[config.mk]
export PLATFORM = sky130hd
export DESIGN_NAME = pcpi_insn_loader
export DESIGN_NICKNAME = d
export VERILOG_FILES = /design/src/rtl/pcpi_insn_loader.sv
export SDC_FILE = /design/constraint.sdc
export NUM_CORES = 1
export LEC_CHECK = 0
export ABC_CLOCK_PERIOD_IN_PS = 3400
export CORE_UTILIZATION = 40
export DETAILED_ROUTE_END_ITERATION = 7
export GPL_TIMING_DRIVEN = 0
export PLACE_DENSITY = 0.74
export SLEW_MARGIN = 20
export SYNTH_ARGS = -nofsm -noshare
export SYNTH_HDL_FRONTEND = slang
export SYNTH_SLANG_ARGS = --single-unit
[constraint.sdc]
create_clock -name clk -period 3.4 [get_ports clk]
set_input_delay 0.68 -clock clk [delete_from_list [all_inputs] [get_ports clk]]
set_output_delay 0.68 -clock clk [all_outputs]
set_load 0.1 [all_outputs]
[src/rtl/pcpi_insn_loader.sv]
// PCPI front-end: assembles a 32-bit instruction from strobed nibbles,
// issues it on the PCPI handshake and serves the result back one byte at a time.
module pcpi_insn_loader #(
  parameter int TIMEOUT = 16,
  parameter int TW      = 5
) (
  input  logic        clk,
  input  logic        rst_n,
  input  logic        nib_strobe,
  input  logic [3:0]  nib_data,
  output logic        pcpi_valid,
  output logic [31:0] pcpi_insn,
  input  logic        pcpi_ready,
  input  logic        pcpi_wr,
  input  logic        pcpi_wait,
  input  logic [31:0] pcpi_rd,
  input  logic [1:0]  res_sel,
  output logic [7:0]  res_byte,
  output logic [2:0]  nib_count,
  output logic        busy,
  output logic        done,
  output logic        err,
  output logic        res_wr
);

  typedef enum logic [1:0] {
    LOAD  = 2'd0,
    ISSUE = 2'd1,
    DONE  = 2'd2
  } state_e;

  state_e        state_q, state_d;
  logic          strobe_q;
  logic          arm_q;
  logic [31:0]   insn_q, insn_d;
  logic [31:0]   res_q, res_d;
  logic [7:0]    byte_q;
  logic [2:0]    cnt_q, cnt_d;
  logic [TW-1:0] to_q, to_d;
  logic          err_q, err_d;
  logic          wr_q, wr_d;
  logic          rise;
  logic          tmo;

  // arm_q stays low until the strobe is seen low once after reset,
  // so a strobe already high at reset release loads nothing.
  assign rise = nib_strobe & ~strobe_q & arm_q;
  assign tmo  = ~pcpi_wait & (to_q == TW'(TIMEOUT - 1));

  always_ff @(posedge clk or negedge rst_n) begin
    if (!rst_n) begin
      state_q  <= LOAD;
      strobe_q <= 1'b0;
      arm_q    <= 1'b0;
      insn_q   <= '0;
      res_q    <= '0;
      byte_q   <= '0;
      cnt_q    <= '0;
      to_q     <= '0;
      err_q    <= 1'b0;
      wr_q     <= 1'b0;
    end else begin
      state_q  <= state_d;
      strobe_q <= nib_strobe;
      arm_q    <= arm_q | ~nib_strobe;
      insn_q   <= insn_d;
      res_q    <= res_d;
      byte_q   <= res_q[{res_sel, 3'b000} +: 8];
      cnt_q    <= cnt_d;
      to_q     <= to_d;
      err_q    <= err_d;
      wr_q     <= wr_d;
    end
  end

  always_comb begin
    state_d = state_q;
    unique case (state_q)
      LOAD:    if (rise && cnt_q == 3'd7) state_d = ISSUE;
      ISSUE:   if (pcpi_ready || tmo) state_d = DONE;
      DONE:    if (rise) state_d = LOAD;
      default: state_d = LOAD;
    endcase
  end

  always_comb begin
    insn_d = insn_q;
    res_d  = res_q;
    cnt_d  = cnt_q;
    to_d   = to_q;
    err_d  = err_q;
    wr_d   = wr_q;
    unique case (state_q)
      LOAD: begin
        if (rise) begin
          insn_d[{cnt_q, 2'b00} +: 4] = nib_data;
          cnt_d = cnt_q + 3'd1;
          if (cnt_q == 3'd7) to_d = '0;
        end
      end
      ISSUE: begin
        // ready has priority over a coincident timeout
        if (pcpi_ready) begin
          res_d = pcpi_wr ? pcpi_rd : 32'h0;
          wr_d  = pcpi_wr;
          err_d = 1'b0;
        end else if (tmo) begin
          res_d = 32'h0;
          wr_d  = 1'b0;
          err_d = 1'b1;
        end else if (!pcpi_wait) begin
          to_d = to_q + TW'(1);
        end
      end
      DONE: begin
        if (rise) begin
          insn_d[3:0] = nib_data;
          cnt_d = 3'd1;
          err_d = 1'b0;
          wr_d  = 1'b0;
        end
      end
      default: ;
    endcase
  end

  always_comb begin
    pcpi_valid = (state_q == ISSUE);
    busy       = (state_q == ISSUE);
    done       = (state_q == DONE);
  end

  assign pcpi_insn = insn_q;
  assign res_byte  = byte_q;
  assign nib_count = cnt_q;
  assign err       = err_q;
  assign res_wr    = wr_q;

endmodule

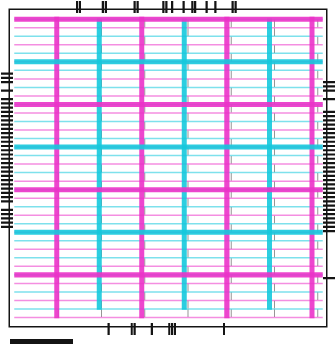
(run_1/floorplan.png)
Scale bar: 20 um. Pins as bars on the die edge. Tap cells in gray.
[VDD] cyan
[VSS] magenta
met5 straps: 7
met4 straps: 7
tap cells: 129
met1 rails: 36
signal pins: 92

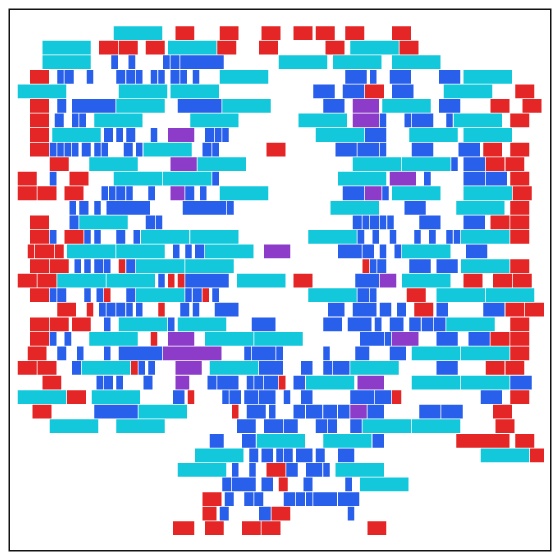
(run_1/class_map.png)
[remaining buffers and delay cells] red | cells: 108 | share of their area: 20%
[registers] cyan | cells: 86 | share of their area: 43%
[remaining logic cells] blue | cells: 250 | share of their area: 33%
[clock drivers and dummy loads] purple | cells: 16 | share of their area: 4.2%

==> flow_metrics.py, run 1 <==
# Auto-generated metrics
metrics = {
    "finish": {
        "syn2layout_area_growth_pct": 32.6,
        "drive_gt1_frac": 0.143,
        "postLayoutCoreUtil": 0.553,
        "fin_area_um2": 5190,
        "finalNonFillerCells": 589,
        "mostFrequentLayoutCell": "clkdlybuf4s50_1",
        "num_antenna_cells": 0,
        "final_cell_mix": "clkdlybuf4s50_1, dfrtp_1, nand2_1",
    },
    "die": {
        "boundaryPins": 92,
        "die_w_um": 101,
        "floorplan.core_util": 0.417,
    },
    "final_timing": {
        "slew_headroom": 0.314,
        "hold_viol_final": 0,
        "finClkSkew_ns": 0.00884,
        "slew_viol_final": 0,
        "whs_ns": 0.277,
        "fin_ws_ns": 0.340,
        "period_minus_slack_ns": 3.06,
        "setup_viol": 0,
        "setup-tns-final_ns": 0,
        "max_freq_mhz": 327,
    },
    "drt": {
        "num_vias": 3010,
        "wl_met3_um": 466,
        "dr.pass1.iters": 4,
        "dr_wl_met2_um": 4320,
        "m1WireLength_um": 4050,
        "routed_via_density": 5.11,
        "wl_per_cell_um": 15.2,
        "drc": 0,
    },
    "placed_design": {
        "port_buffers": 88,
        "place_ws_ns": 0.717,
        "hpwl_um": 6720,
        "place_inst": 573,
        "dpl-instance-area_um2": 4980,
    },
    "pwr": {
        "p_total_mw": 5.29,
        "comb-power_mw": 2.93,
        "combinationalPowerShare": 0.554,
        "p_per_area_nw_per_um2": 1020,
        "pg_clk_uw": 743,
        "power.internal_mw": 2.56,
        "peakVddDrop_uv": 502,
        "switching_power_mw": 2.74,
        "netSwitchingFraction": 0.517,
        "pwr-share-seq": 0.305,
    },
    "worst_setup_path": {
        "crit_type": "reg -> out",
        "critPathLaunch": "state_q[1]",
        "cp-start-kind": "register",
        "crit_arrival_ns": 2.38,
        "setup.worst_path.end_class": "output pin",
    },
    "yosys": {
        "synth.distinct_cells": 42,
        "ys_warn_count": 0,
        "ff_type": "dfrtp_1",
        "edf_count": 0,
        "ys_ff": 86,
        "fp_nets": 411,
        "avgSynthCellArea_um2": 11.0,
        "syn_area_um2": 3910,
        "top_area_cell": "dfrtp_1",
        "ys_seq_share": 0.550,
    },
    "cts": {
        "clk_latency_ns": 0.36,
        "ctsLongestPathBuffers": 2,
        "clk_pin_slew_worst_paths_ns": 0.09,
        "cts.sinks": 86,
        "cts_root_buf": "clkbuf_8",
        "ctsResizeCount": 0,
        "tritoncts": "yes",
        "cts_hold_buf": 0,
        "postCtsSetupBuffers": 0,
        "htree_levels": 3,
    },
    "min_path": {
        "hold_path.class": "in -> async",
    },
    "flow_run": {
        "cap_violations": 0,
    },
    "outcome": {
        "outcome": "complete, no violations",
    },
    "grt": {
        "grt-ovfl-total": 0,
        "grt_pass1_vias": 2942,
    },
}
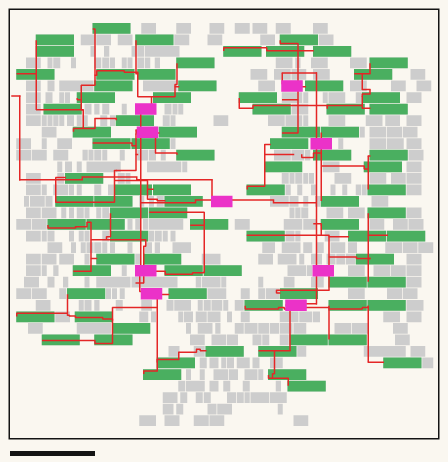
(run_1/clock_wires.png)
Scale bar: 20 um.
[flip-flops] green | count: 86
[clock-net drivers] magenta | count: 9
[clock wires] red | length: 1010 um
routed clock nets: 10
flops lie: spread over the die

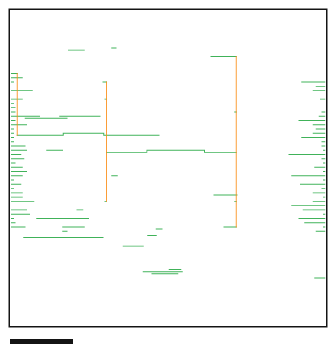
(run_1/layers.png)
Scale bar: 20 um. Two of the layers only.
[M3] green | wire length: 467 um
[M4] orange | wire length: 112 um

==> run 1: layout make-up <==
class,count,area (um^2)
fillers,845,4190
flip-flops and latches,86,2150
multi-input cells,241,1640
repair buffers,89,906
well taps,129,161
clock buffers,10,138
plain buffers,19,86.3
clock inverters,6,71.3
inverters,9,33.8
==> run 1: worst max-delay path, cell delays in order (launching register included) <==
cell and delay, ns:
dfrtp_1 0.39, inv_1 0.13, ha_1 0.26, buf_4 0.13, clkdlybuf4s50_1 1.11
==> run 1: cells by family after synthesis <==
| family | count (synthesis) | share of synthesized area |
|---|---|---|
| DFF | 86 | 0.550 |
| adders and majority gates | 12 | 0.0384 |
| muxes | 43 | 0.147 |
| buffers and inverters | 28 | 0.0307 |
| and+or+nand+nor | 127 | 0.143 |
| AOI/OAI and AO/OA | 59 | 0.0909 |
==> run 1: per-layer routing <==
layer	global-route usage	vias to the layer above
li1	-	1429
met1	0.252	1455
met2	0.307	115
met3	0.0333	11
met4	0.0680	0
met5	0	-
==> run 1: final timing paths <==
kind / endpoint / slack, ns / cells after the start
worst max register to register: res_q[10] / 0.91 / 8
worst min-delay path: pcpi_insn[17] / 0.28 / 1
worst min register to register: res_q[3] / 0.49 / 2
worst max-delay path: pcpi_valid / 0.34 / 4
max in group asynchronous: res_q[4] / 2.52 / 2
min in group clk: res_q[3] / 0.49 / 2
==> run 1: synthesized netlist by cell type, types with 2 or more instances <==
cell      number
nand2_1       75
a22oi_1        2
o21ai_0       35
a22o_1         3
a21oi_1        4
inv_1          9
dfrtp_1       86
clkbuf_1      13
ha_1          12
mux4_2         8
nand3_1        5
mux2_2        34
nor2_1        18
nor2b_1        2
nor3_1         5
nand2b_1       7
buf_2          3
a32o_1         2
or3_1          3
o211ai_1       3
and3_1         5
--- run 2 (diff from run 1) ---
CORE_UTILIZATION = 30   (was 40)
PLACE_DENSITY = 0.61   (was 0.74)
REMOVE_ABC_BUFFERS = 1   (was default)
==> run 2 against run 1 <==
Against the previous run: combinational power about the same; clock power grew about 20%; clock-buffer cell count increased by 2; largest cell class unchanged; register-to-register slack better by 0.19 ns; sequential share of layout area is 0.76 points lower; critical endpoint unchanged.
==> flow_metrics.py, run 2 <==
# Auto-generated metrics
metrics = {
    "outcome": {
        "outcome": "complete, no violations",
    },
    "grt": {
        "grt-ovfl-total": 0,
        "grt_pass1_vias": 2953,
        "grt_max_degree": 49,
    },
    "pwr": {
        "netSwitchingFraction": 0.500,
        "pwr-share-seq": 0.297,
        "comb-power_mw": 2.91,
        "p_per_area_nw_per_um2": 1020,
        "combinationalPowerShare": 0.538,
        "switching_power_mw": 2.71,
        "peakVddDrop_uv": 341,
        "p_total_mw": 5.41,
    },
    "final_timing": {
        "slew_headroom": 0.312,
        "max_freq_mhz": 305,
        "hold_viol_final": 0,
        "setup_viol": 0,
        "fin_ws_ns": 0.125,
        "finClkSkew_ns": 0.00904,
        "period_minus_slack_ns": 3.27,
        "slew_viol_final": 0,
    },
    "cts": {
        "cts_root_buf": "clkbuf_16",
        "cts_hold_buf": 0,
        "postCtsSetupBuffers": 0,
        "tritoncts": "yes",
        "htree_levels": 3,
        "ctsResizeCount": 0,
    },
    "yosys": {
        "avgSynthCellArea_um2": 11.0,
        "synth.distinct_cells": 42,
        "ys_warn_count": 0,
        "most_common_cell": "dfrtp_1",
        "ys_seq_share": 0.550,
        "ys_ff": 86,
        "edf_count": 0,
        "common_cells": "dfrtp_1, nand2_1, o21ai_0",
        "top_area_cell": "dfrtp_1",
        "ff_type": "dfrtp_1",
    },
    "min_path": {
        "hold_path.class": "in -> async",
    },
    "worst_setup_path": {
        "crit_slowest_cell": "clkdlybuf4s50_1",
        "r2r_end": "pcpi_insn[30]",
        "path_depth": 3,
        "critPathLaunch": "state_q[1]",
        "cp-start-kind": "register",
        "crit_arrival_ns": 2.59,
        "max_stage_delay_ns": 1.24,
        "reg2reg_slack_ns": 1.10,
        "crit_type": "reg -> out",
        "cpLargestDelayFamily": "buffers and inverters",
        "cp_num_buf_inv": 2,
        "crit_chain": "inv_1 > ha_1 > clkdlybuf4s50_1",
        "setup.worst_path.end_class": "output pin",
    },
    "finish": {
        "fin_area_um2": 5280,
        "mostFrequentLayoutCell": "clkdlybuf4s50_1",
        "final_cell_mix": "clkdlybuf4s50_1, dfrtp_1, nand2_1",
        "num_antenna_cells": 0,
        "syn2layout_area_growth_pct": 35.1,
        "drive_gt1_frac": 0.137,
    },
    "drt": {
        "num_vias": 2902,
        "routed_via_density": 4.71,
        "dr.pass1.iters": 4,
    },
    "placed_design": {
        "hpwl_um": 6250,
        "dpl-instance-area_um2": 5010,
        "place_inst": 601,
    },
    "die": {
        "die_w_um": 116,
        "boundaryPins": 92,
        "floorplan.core_util": 0.309,
    },
    "flow_run": {
        "cap_violations": 0,
    },
}
==> run 2: netlist changes by cell type in the layout (fill, tap and decap cells not counted), moves of 2 or more <==
cell,before,now
clkbuf_1,13,2
clkbuf_16,0,9
clkbuf_8,10,1
buf_2,3,0
clkdlybuf4s50_1,87,90
clkinv_4,3,1
==> run 2: metal layers <==
metal | GRT usage | vias up | part of all wire
met5 | 0 | - | 0
met4 | 0.0521 | 0 | 0.018
met3 | 0.0426 | 18 | 0.054
met2 | 0.233 | 79 | 0.48
met1 | 0.170 | 1410 | 0.44
li1 | - | 1395 | -
==> run 2: per-stage QoR <==
step | hold WS [ns] | TNS [ns] | util
global route | 0.346 | 0 | 0.417
detailed placement | 0.467 | 0 | 0.396
global placement | 0.457 | -152.08 | 0.391
finish | 0.311 | 0 | 0.417
floorplan | 0.384 | -30.32 | -
CTS | 0.326 | 0 | 0.417
==> run 2: logic make-up after synthesis <==
group / Yosys count / share of synthesized area
AOI/OAI and AO/OA: 59 / 0.0909
adders and majority gates: 12 / 0.0384
buffers and inverters: 28 / 0.0307
DFF: 86 / 0.550
muxes: 43 / 0.147
and+or+nand+nor: 127 / 0.143
==> run 2: area by class of cell <==
type,count,area [um^2]
Fill cell,1259,7390
Sequential cell,86,2150
Multi-Input combinational cell,241,1650
Timing Repair Buffer,93,963
Clock buffer,12,246
Tap cell,172,215
Inverter,9,33.8
Clock inverter,3,21.3
==> run 2: how the worst min path moves through the flow <==
stage,start,endpoint,slack (ns),cells after the start
floorplan,rst_n,arm_q,0.38,0
global placement,res_q[21],res_q[21],0.46,2
detailed placement,res_q[18],res_q[18],0.47,2
CTS,rst_n,res_q[16],0.33,1
global route,rst_n,res_q[16],0.35,1
finish,rst_n,res_q[16],0.31,1
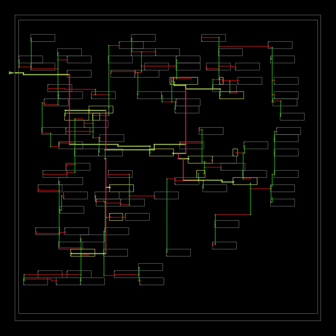
(run_2/clock_nets.png)
Clock group: 893 uW
Clock buffer cells: 12
CTS sink count: 86
Late-Pin Clk Latency: 0.34 ns

--- run 3 (diff from run 2) ---
CAP_MARGIN = 20   (was default)
CELL_PAD_IN_SITES_DETAIL_PLACEMENT = 1   (was default)
CELL_PAD_IN_SITES_GLOBAL_PLACEMENT = 2   (was default)
PLACE_DENSITY = default   (was 0.61)
PLACE_DENSITY_LB_ADDON = 0.15   (was default)
==> run 3 against run 2 <==
Against the previous run: combinational power about the same; routed wire length up 10%; worst hold slack worse by 0.10 ns; total power up 4.1%; final area up 1.2%; largest cell class unchanged; die area unchanged; highest routed layer unchanged; clock skew down 0.0032 ns; flip-flop count unchanged; cell count up 0.16%; non-clock buffer count unchanged; clock-buffer cell count down 1; largest power group unchanged.
==> flow_metrics.py, run 3 <==
# Auto-generated metrics
metrics = {
    "finish": {
        "finalNonFillerCells": 617,
        "drive_gt1_frac": 0.142,
        "num-nets-final": 496,
        "syn2layout_area_growth_pct": 36.8,
        "final_cell_mix": "clkdlybuf4s50_1, dfrtp_1, nand2_1",
        "num_antenna_cells": 0,
        "mostFrequentLayoutCell": "clkdlybuf4s50_1",
        "postLayoutCoreUtil": 0.422,
    },
    "yosys": {
        "most_common_cell": "dfrtp_1",
        "avgSynthCellArea_um2": 11.0,
        "syn_inst": 355,
        "edf_count": 0,
        "top_area_cell": "dfrtp_1",
        "ys_ff": 86,
        "top_cells_by_area": "dfrtp_1, mux2_2, nand2_1, mux4_2, o21ai_0",
        "ys_warn_count": 0,
        "ff_type": "dfrtp_1",
        "syn_area_um2": 3910,
        "synth.distinct_cells": 42,
        "ys_chip_area_um2": 3910,
        "common_cells": "dfrtp_1, nand2_1, o21ai_0",
        "ys_seq_share": 0.550,
        "ys_cells": 355,
    },
    "outcome": {
        "outcome": "complete, no violations",
    },
    "final_timing": {
        "period_minus_slack_ns": 2.99,
        "setup_viol": 0,
        "finalCritPeriodShare": 0.880,
        "max_freq_mhz": 334,
        "slew_viol_final": 0,
        "hold_viol_final": 0,
        "slew_headroom": 0.314,
        "fin_ws_ns": 0.408,
        "worst_pin_slew_ns": 1.03,
        "setup-tns-final_ns": 0,
    },
    "cts": {
        "htree_levels": 3,
        "cts_root_buf": "clkbuf_16",
        "postCtsSetupBuffers": 0,
        "clk_pin_slew_worst_paths_ns": 0.06,
        "tritoncts": "yes",
        "cts.sinks": 86,
    },
    "drt": {
        "top_layer": "met4",
        "wl_per_cell_um": 15.4,
        "dr.pass1.iters": 4,
        "wl_um": 9520,
        "wl_met3_um": 346,
        "routed_via_density": 4.72,
        "drc": 0,
        "dr_wl_met2_um": 4520,
        "num_vias": 2914,
        "m1WireLength_um": 4400,
    },
    "pwr": {
        "p_leak_nw": 2.34,
        "p_total_mw": 5.64,
        "p_per_area_nw_per_um2": 1050,
        "peakVddDrop_uv": 282,
    },
    "worst_setup_path": {
        "crit_arrival_ns": 2.31,
        "r2r-start": "state_q[1]",
        "reg2reg_slack_ns": 1.03,
        "cp-start-kind": "register",
        "setup.worst_path.end_class": "output pin",
        "critPathLaunch": "state_q[0]",
        "crit_type": "reg -> out",
        "critPathMaxFanout": 5,
    },
    "grt": {
        "busiest_layer": "met2",
        "grtUsageTotal": 0.155,
        "antenna_found_initial": 0,
        "grt_max_degree": 57,
        "grt_first_pass_wirelength_um": 15600,
        "grt_util_met3": 0.0332,
        "grt.met1_usage": 0.197,
        "grt_use_met2": 0.248,
        "grt_pass1_vias": 3030,
        "grt-ovfl-total": 0,
    },
    "placed_design": {
        "hpwl_um": 6830,
        "gp_congestion": 0.725,
        "port_buffers": 91,
        "place_inst": 601,
    },
    "die": {
        "die_w_um": 116,
        "core-area_um2": 12700,
        "die_h_um": 116,
        "boundaryPins": 92,
        "floorplan.core_util": 0.309,
        "rows": 41,
    },
    "flow_run": {
        "tool_warnings": 31,
        "cap_violations": 0,
    },
    "min_path": {
        "hold_path.class": "in -> async",
    },
}
==> run 3: final cells by class <==
cell class / instances / area, um^2
Multi-Input combinational cell: 241 / 1650
Fill cell: 1394 / 7320
Clock buffer: 11 / 243
Timing Repair Buffer: 93 / 972
Clock inverter: 5 / 81.3
Sequential cell: 86 / 2150
Inverter: 9 / 33.8
Tap cell: 172 / 215
==> run 3: path summary, 6_finish.rpt <==
kind,to,cells past startpoint
worst max-delay path,done,3
worst min register to register,res_q[27],2
min in group clk,res_q[27],2
worst min-delay path,to_q[0],1
max in group asynchronous,res_q[23],2
worst max register to register,state_q[0],6
==> run 3: stage by stage <==
| step | cell area, um^2 | hold WS [ns] |
|---|---|---|
| after global routing | 5350 | 0.220 |
| after global placement | 4950 | 0.457 |
| final | 5350 | 0.210 |
| after floorplan | 3820 | 0.384 |
| after CTS | 5340 | 0.208 |
| after detailed placement | 5020 | 0.468 |
==> run 3: power by group <==
part / switching (mW) / total, mW / internal (mW)
Combinational: 2.13 / 2.94 / 0.807
Sequential: 0.221 / 1.61 / 1.39
Clock: 0.421 / 1.09 / 0.665
Total: 2.77 / 5.64 / 2.86
==> run 3: timing repair <==
| action | 4_1_cts | 5_1_grt |
|---|---|---|
| hold buffers | 0 | 0 |
| resized | 0 | 2 |
| setup endpoints to repair | 0 | 2 |
==> run 3: kinds of logic after synthesis <==
| logic type | Yosys count | synth area share |
|---|---|---|
| and+or+nand+nor | 127 | 0.143 |
| DFF | 86 | 0.550 |
| muxes | 43 | 0.147 |
| adders and majority gates | 12 | 0.0384 |
| buffers and inverters | 28 | 0.0307 |
| AOI/OAI and AO/OA | 59 | 0.0909 |
==> run 3: critical path, stage by stage, from the launching register on <==
cell	delay (ns)
dfrtp_1	0.39
inv_1	0.11
ha_1	0.28
clkdlybuf4s50_1	1.18
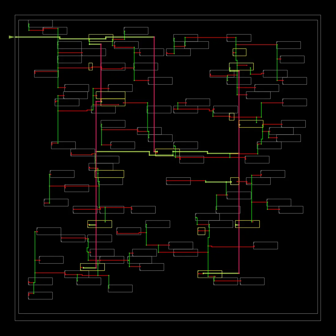
(run_3/clock_nets.png)
Clock buffer cells: 11
flip-flops: 86
Layout Skew: 0.00588 ns
Clock group: 1.09 mW
Late-Pin Clk Latency: 0.35 ns

Power figures rest on the tool's default switching activity, not on a simulated workload.
